--- src/rtl/keypad_pkg.sv ---
// Shared types, key map and row-pattern helpers for the 4x4 keypad scanner.
package keypad_pkg;

  localparam int NUM_ROWS = 4;
  localparam int NUM_COLS = 4;

  typedef enum logic [1:0] {
    SCAN     = 2'd0,
    DEBOUNCE = 2'd1,
    EMIT     = 2'd2,
    HOLD     = 2'd3
  } state_t;

  // Indexed by {row, col}; '*' encodes as E and '#' as F.
  localparam logic [3:0] KEY_MAP [NUM_ROWS*NUM_COLS] = '{
    4'h1, 4'h2, 4'h3, 4'hA,
    4'h4, 4'h5, 4'h6, 4'hB,
    4'h7, 4'h8, 4'h9, 4'hC,
    4'hE, 4'h0, 4'hF, 4'hD
  };

  // True when exactly one row line is pulled low.
  function automatic logic onehot_low(input logic [NUM_ROWS-1:0] v);
    logic [NUM_ROWS-1:0] inv;
    inv = ~v;
    return (inv != '0) && ((inv & (inv - NUM_ROWS'(1))) == '0);
  endfunction

  function automatic logic [1:0] low_index(input logic [NUM_ROWS-1:0] v);
    logic [1:0] idx;
    idx = '0;
    for (int i = NUM_ROWS - 1; i >= 0; i--) begin
      if (!v[i]) idx = 2'(i);
    end
    return idx;
  endfunction

endpackage

--- src/rtl/keypad_scanner_if.sv ---
// Key stream between the keypad scanner (master) and the lock controller (slave).
interface keypad_scanner_if;
  import keypad_pkg::*;

  // key_valid is a one-cycle strobe with no ready: the consumer must take
  // key_val in the strobe cycle; key_val holds its value between strobes.
  logic [3:0] key_val;
  logic       key_valid;
  logic       key_held;
  state_t     dbg_state;

  modport master (output key_val, key_valid, key_held, dbg_state);
  modport slave  (input  key_val, key_valid, key_held, dbg_state);
endinterface

--- src/rtl/key_debounce_cnt.sv ---
// Saturating stable-cycle counter; done_o flags the cycle whose increment reaches MAX.
module key_debounce_cnt #(
  parameter int MAX = 8
) (
  input  logic clk,
  input  logic rst,
  input  logic clr_i,
  input  logic inc_i,
  output logic done_o
);

  localparam int W = $clog2(MAX + 1);
  localparam logic [W-1:0] MAX_V = W'(MAX);

  logic [W-1:0] cnt_q, cnt_d;

  always_comb begin
    cnt_d = cnt_q;
    if (clr_i) begin
      cnt_d = '0;
    end else if (inc_i && (cnt_q != MAX_V)) begin
      cnt_d = cnt_q + W'(1);
    end
  end

  always_ff @(posedge clk) begin
    if (rst) cnt_q <= '0;
    else     cnt_q <= cnt_d;
  end

  assign done_o = inc_i && !clr_i && (cnt_q >= MAX_V - W'(1));

endmodule

--- src/rtl/keypad_scanner.sv ---
// 4x4 keypad column scanner with debounced single-key encoding.
// Optional auto-repeat while a key is held: define KEYPAD_AUTO_REPEAT_EN.
module keypad_scanner
  import keypad_pkg::*;
#(
  parameter int SCAN_DIV     = 1000,
  parameter int DEBOUNCE_CNT = 50000,
  parameter int REPEAT_DLY   = 5000000,
  parameter int REPEAT_PER   = 1000000
) (
  input  logic              clk,
  input  logic              rst,
  input  logic [3:0]        row,
  output logic [3:0]        col,
  keypad_scanner_if.master  key_if
);

  localparam int SLOT_W = $clog2(SCAN_DIV);
  localparam logic [SLOT_W-1:0] SLOT_LAST = SLOT_W'(SCAN_DIV - 1);

  logic [3:0]        row_m_q, row_s_q;
  state_t            state_q, state_d;
  logic [1:0]        col_idx_q, col_idx_d;
  logic [SLOT_W-1:0] slot_q, slot_d;
  logic [3:0]        cap_row_q, cap_row_d;
  logic [3:0]        key_val_q, key_val_d;
  logic press_match, rel_idle, slot_last;
  logic press_inc, press_clr, press_done;
  logic rel_inc, rel_clr, rel_done;
  logic rep_fire;

  always_ff @(posedge clk) begin
    if (rst) begin
      row_m_q <= 4'hF;
      row_s_q <= 4'hF;
    end else begin
      row_m_q <= row;
      row_s_q <= row_m_q;
    end
  end

  assign slot_last   = (slot_q == SLOT_LAST);
  assign press_match = (row_s_q == cap_row_q);
  assign rel_idle    = (row_s_q == 4'hF);

  assign press_inc = (state_q == DEBOUNCE) && press_match;
  assign press_clr = !press_inc;
  assign rel_inc   = (state_q == HOLD) && rel_idle;
  assign rel_clr   = !rel_inc;

  key_debounce_cnt #(.MAX(DEBOUNCE_CNT)) u_press_cnt (
    .clk    (clk),
    .rst    (rst),
    .clr_i  (press_clr),
    .inc_i  (press_inc),
    .done_o (press_done)
  );

  key_debounce_cnt #(.MAX(DEBOUNCE_CNT)) u_release_cnt (
    .clk    (clk),
    .rst    (rst),
    .clr_i  (rel_clr),
    .inc_i  (rel_inc),
    .done_o (rel_done)
  );

  always_ff @(posedge clk) begin
    if (rst) begin
      state_q   <= SCAN;
      col_idx_q <= '0;
      slot_q    <= '0;
      cap_row_q <= 4'hF;
      key_val_q <= '0;
    end else begin
      state_q   <= state_d;
      col_idx_q <= col_idx_d;
      slot_q    <= slot_d;
      cap_row_q <= cap_row_d;
      key_val_q <= key_val_d;
    end
  end

  always_comb begin
    state_d   = state_q;
    col_idx_d = col_idx_q;
    slot_d    = slot_q;
    cap_row_d = cap_row_q;
    key_val_d = key_val_q;
    case (state_q)
      SCAN: begin
        if (!slot_last) begin
          slot_d = slot_q + SLOT_W'(1);
        end else begin
          slot_d = '0;
          // Multi-low samples (ghosting or chords) are skipped like an idle column.
          if (onehot_low(row_s_q)) begin
            cap_row_d = row_s_q;
            state_d   = DEBOUNCE;
          end else begin
            col_idx_d = col_idx_q + 2'd1;
          end
        end
      end
      DEBOUNCE: begin
        if (!press_match) begin
          col_idx_d = col_idx_q + 2'd1;
          state_d   = SCAN;
        end else if (press_done) begin
          key_val_d = KEY_MAP[{low_index(cap_row_q), col_idx_q}];
          state_d   = EMIT;
        end
      end
      EMIT: state_d = HOLD;
      HOLD: begin
        if (rel_done) begin
          col_idx_d = col_idx_q + 2'd1;
          state_d   = SCAN;
        end
      end
      default: state_d = SCAN;
    endcase
  end

`ifdef KEYPAD_AUTO_REPEAT_EN
  localparam int REP_MAX = (REPEAT_DLY > REPEAT_PER) ? REPEAT_DLY : REPEAT_PER;
  localparam int REP_W   = $clog2(REP_MAX + 1);

  logic [REP_W-1:0] rep_cnt_q, rep_cnt_d, rep_limit;
  logic             rep_first_q, rep_first_d, rep_run;

  assign rep_run   = (state_q == HOLD) && press_match;
  assign rep_limit = rep_first_q ? REP_W'(REPEAT_DLY - 1) : REP_W'(REPEAT_PER - 1);
  assign rep_fire  = rep_run && (rep_cnt_q == rep_limit);

  // The counter restarts on each repeat, so it never passes the limit.
  always_comb begin
    rep_cnt_d   = rep_cnt_q;
    rep_first_d = rep_first_q;
    if (!rep_run) begin
      rep_cnt_d   = '0;
      rep_first_d = 1'b1;
    end else if (rep_fire) begin
      rep_cnt_d   = '0;
      rep_first_d = 1'b0;
    end else begin
      rep_cnt_d = rep_cnt_q + REP_W'(1);
    end
  end

  always_ff @(posedge clk) begin
    if (rst) begin
      rep_cnt_q   <= '0;
      rep_first_q <= 1'b1;
    end else begin
      rep_cnt_q   <= rep_cnt_d;
      rep_first_q <= rep_first_d;
    end
  end
`else
  // Repeat strobe is compiled out; the repeat parameters only feed this constant.
  localparam bit REP_CFG_OK = (REPEAT_DLY > 0) && (REPEAT_PER > 0);
  assign rep_fire = 1'b0 && REP_CFG_OK;
`endif

  always_comb begin
    col              = ~(4'b0001 << col_idx_q);
    key_if.key_valid = ((state_q == EMIT) || rep_fire) && !rst;
    key_if.key_held  = (state_q == EMIT) || (state_q == HOLD);
    key_if.key_val   = key_val_q;
    key_if.dbg_state = state_q;
  end

endmodule

--- src/flat_wrapper.sv ---
// flat-port wrapper written by rule: the top's interface ports become plain ports
module keypad_scanner_flat import keypad_pkg::*;
#(
  parameter int SCAN_DIV     = 1000,
  parameter int DEBOUNCE_CNT = 50000,
  parameter int REPEAT_DLY   = 5000000,
  parameter int REPEAT_PER   = 1000000
)
  (clk, rst, row, col, key_if_key_val, key_if_key_valid, key_if_key_held, key_if_dbg_state);
  keypad_scanner_if key_if_i ();
  input  logic clk;
  input  logic rst;
  input  logic [3:0] row;
  output logic [3:0] col;
  output wire logic [$bits(key_if_i.key_val)-1:0] key_if_key_val;
  output wire logic [$bits(key_if_i.key_valid)-1:0] key_if_key_valid;
  output wire logic [$bits(key_if_i.key_held)-1:0] key_if_key_held;
  output wire logic [$bits(key_if_i.dbg_state)-1:0] key_if_dbg_state;
  assign key_if_key_val = key_if_i.key_val;
  assign key_if_key_valid = key_if_i.key_valid;
  assign key_if_key_held = key_if_i.key_held;
  assign key_if_dbg_state = key_if_i.dbg_state;
  keypad_scanner #(.SCAN_DIV(SCAN_DIV), .DEBOUNCE_CNT(DEBOUNCE_CNT), .REPEAT_DLY(REPEAT_DLY), .REPEAT_PER(REPEAT_PER)) u_core (.clk(clk), .rst(rst), .row(row), .col(col), .key_if(key_if_i));
endmodule
--- config.mk ---
export PLATFORM = sky130hd
export DESIGN_NAME = keypad_scanner_flat
export DESIGN_NICKNAME = d
export VERILOG_FILES = /design/src/rtl/keypad_pkg.sv /design/src/rtl/keypad_scanner_if.sv /design/src/rtl/key_debounce_cnt.sv /design/src/rtl/keypad_scanner.sv /design/src/flat_wrapper.sv
export SDC_FILE = /design/constraint.sdc
export NUM_CORES = 1
export LEC_CHECK = 0
export ABC_CLOCK_PERIOD_IN_PS = 5600
export CORE_UTILIZATION = 24
export CTS_BUF_LIST = sky130_fd_sc_hd__clkbuf_4 sky130_fd_sc_hd__clkbuf_8 sky130_fd_sc_hd__clkbuf_16
export DETAILED_ROUTE_END_ITERATION = 7
export PLACE_DENSITY = 0.4
export SLEW_MARGIN = 20
export SYNTH_ARGS = -nofsm -noshare
export SYNTH_HDL_FRONTEND = slang
export SYNTH_SLANG_ARGS = --single-unit
--- constraint.sdc ---
create_clock -name clk -period 5.6 [get_ports clk]
set_input_delay 1.12 -clock clk [delete_from_list [all_inputs] [get_ports clk]]
set_output_delay 1.12 -clock clk [all_outputs]
set_load 0.05 [all_outputs]
==> changes_impl.md <==
### Metrics

* Core area at 0.0128 mm²
* Finished Cell Area at about 0.0038 mm²
* Final Wtd Congestion at around 0.72
* Area after DPL at ~0.0035 mm²
* Post-CTS Setup Bufs at 0
* Port Buffer Count at 17
* Net count after synthesis at roughly 390
* Top FF cell, synth: dfxtp_1
* Initial antenna violation count at 0
* CP cell instances: clkdlybuf4s50_1, buf_4, nor3_1, clkdlybuf4s50_1
* CTS root buffer: clkbuf_16
* Clock Path Buffers at 2
* Startpoint type of the worst setup path: input port
* Post-synth EDFFs at 0
* Largest net degree at the start of global routing at 32
* CP peak stage delay at about 0.83 ns
* Worst path required time at between 4 and 5 ns
* Hold WC Path Type: reg -> reg
* Initial detailed-routing violation count at between 200 and 250
* Most instantiated logic cells after routing: dfxtp_1 (62), nor2_1 (48), nand2_1 (27), xnor2_1 (27), inv_1 (18)
* Synth area leader: dfxtp_1
* Critical Path Fanout Max at 31
* Nets@finish at roughly 400
* Critical path endpoint category: output port
* Slew at the pin closest to its max-slew limit at between 0.5 and 0.6 ns
* Outcome: complete, no violations
* Max-cap violation count at 0
* Fin. max-slew vios at 0
* Leakage Power at roughly 1.3 nW
* H-Tree Depth at 3
* Yosys reg bits at approximately 62
* Final Cycle Share at 0.695
* Post-route ant nets at 0
* CP most frequent cell: clkdlybuf4s50_1
* Number of global-route vias before repair at ~2400
* Grt ovf at 0
* Synth top area share at 0.390
* RSZ-0062 raised after global routing: false
* Crit path DAT at roughly 2.8 ns
* Cts hold-fix bufs at 0
* Worst Clk Skew at between 0.003 and 0.004 ns
## flip-flops by register name, summed over array words and instances, names as in the netlist, named ones only
register	flops
u_core.row_s_q	4
u_core.key_if.key_val	4
u_core.u_press_cnt.cnt_q	16
u_core.row_m_q	4
u_core.u_release_cnt.cnt_q	16
u_core.col_idx_q	2
u_core.cap_row_q	4
u_core.slot_q	10
u_core.key_if.dbg_state	1
## Yosys cell counts (2+ instances only)
cell	instances
or3b_2	2
a2111oi_0	3
nor3b_1	2
and4bb_2	2
dfxtp_1	62
nor2_1	48
a31o_2	2
or3_1	7
inv_1	18
nand3_1	17
buf_2	6
xor2_1	10
clkbuf_1	12
nand2b_1	4
nor3_1	10
o21ai_0	7
nand2_1	27
a311oi_1	2
nand4_1	7
mux2i_1	4
nor4_1	11
ha_1	11
o211ai_1	2
nand3b_1	2
or2_2	9
and3_1	7
nor4_2	2
a21oi_1	10
nor4bb_1	2
and4_1	4
a211o_1	5
nor2b_1	6
xnor2_1	27
## cells by family (layout without fill, tap and decap cells)
group | Yosys count | count (layout) | synth area share
and+or+nand+nor | 173 | 173 | 0.294
DFF | 62 | 62 | 0.390
AOI/OAI and AO/OA | 43 | 43 | 0.0991
xor gates and xnor gates | 37 | 37 | 0.102
buffers and inverters | 37 | 52 | 0.0483
adders and majority gates | 11 | 11 | 0.0432
muxes | 6 | 6 | 0.0232
## power breakdown
group / switching, W / total, W / internal [W]
clock network: 0.000202 / 0.000641 / 0.000438
logic: 0.0000126 / 0.0000230 / 0.0000104
registers: 0.00000425 / 0.000450 / 0.000446
total: 0.000219 / 0.00111 / 0.000895
## critical path, delay by kind of cell
kind	cells	cell delay [ns]
simple gates	1	0.17
buf+inv	3	1.47
## layout make-up
type                    count  area, µm²
clock inverters             6        110
clock buffers              10        233
inverters                  18       67.6
well taps                 172        215
flip-flops and latches     62       1240
fillers                  1354       8940
multi-input cells         270       1790
repair buffers             18        178
## final timing paths
path	slack, ns	endpoint	start
max	1.71	key_if_key_valid	rst
min	0.41	u_core.row_s_q[1]$_SDFF_PP1_	u_core.row_m_q[1]$_SDFF_PP1_
max reg2reg	3.37	u_core.key_if.key_val[3]$_SDFFE_PP0P_	u_core.row_s_q[3]$_SDFF_PP1_
min reg2reg	0.41	u_core.row_s_q[1]$_SDFF_PP1_	u_core.row_m_q[1]$_SDFF_PP1_
## stage by stage
step           cells  worst slack, ns
2_1_floorplan    369             1.95
3_3_place_gp     540             1.70
3_5_place_dp     540             1.70
4_1_cts          556             1.70
5_1_grt          556             1.64
6_report         556             1.71
## per-layer routing
layer / GRT usage / vias up / share of wire / wire (µm)
met5: 0 / - / 0 / 0
met4: 0.0380 / 0 / 0.011 / 79
met3: 0.0453 / 4 / 0.036 / 252
met2: 0.177 / 29 / 0.44 / 3100
met1: 0.157 / 1170 / 0.52 / 3650
li1: - / 1305 / - / -
==> images/clocks.png <==
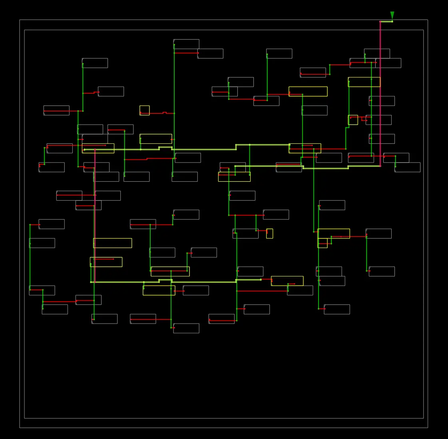
Seq cells: 62
clock latency on the worst-skew pair: 0.33 ns
clock sink count: 62
CTS Buf Count: 9
Clk. pwr: 0.000641 W

==> images/power_grid.png <==
Bar = 20 µm. Pins as bars on the die edge.
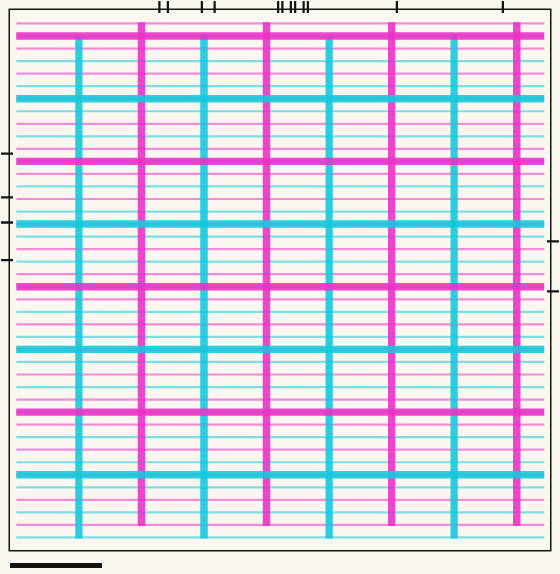
net	color
VSS	cyan
VDD	magenta
met5 straps	8
signal pins	18
met1 rails	42
met4 straps	8
rows	41
die x size: 117 µm
Die Y: 117 µm

==> images/layer_met2.png <==
Bar = 20 µm.
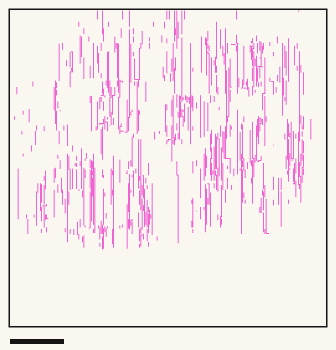
share of all routed wire	44%
main direction	vertical
nets with wire on the layer	298
wire length on this layer	3100 µm
total wire length: 7.08 mm
GR Util met2: 0.177
total number of vias: 2508

==> images/layer_met3.png <==
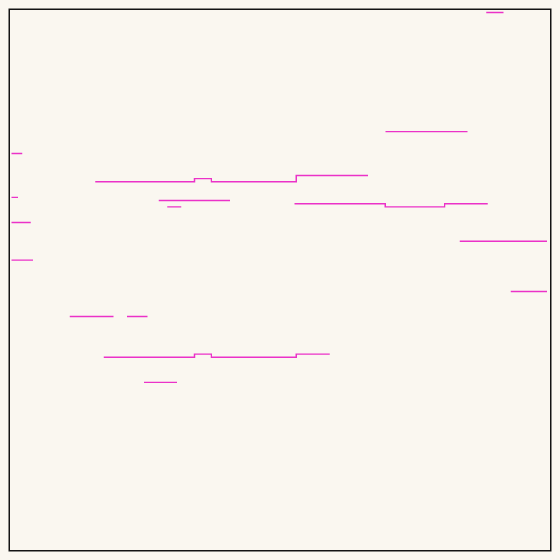
share of all routed wire	3.6%
wire length on this layer	252 µm
main direction	horizontal
met3 Resource Use GR: 0.0453

Power and IR drop assume default switching activity.
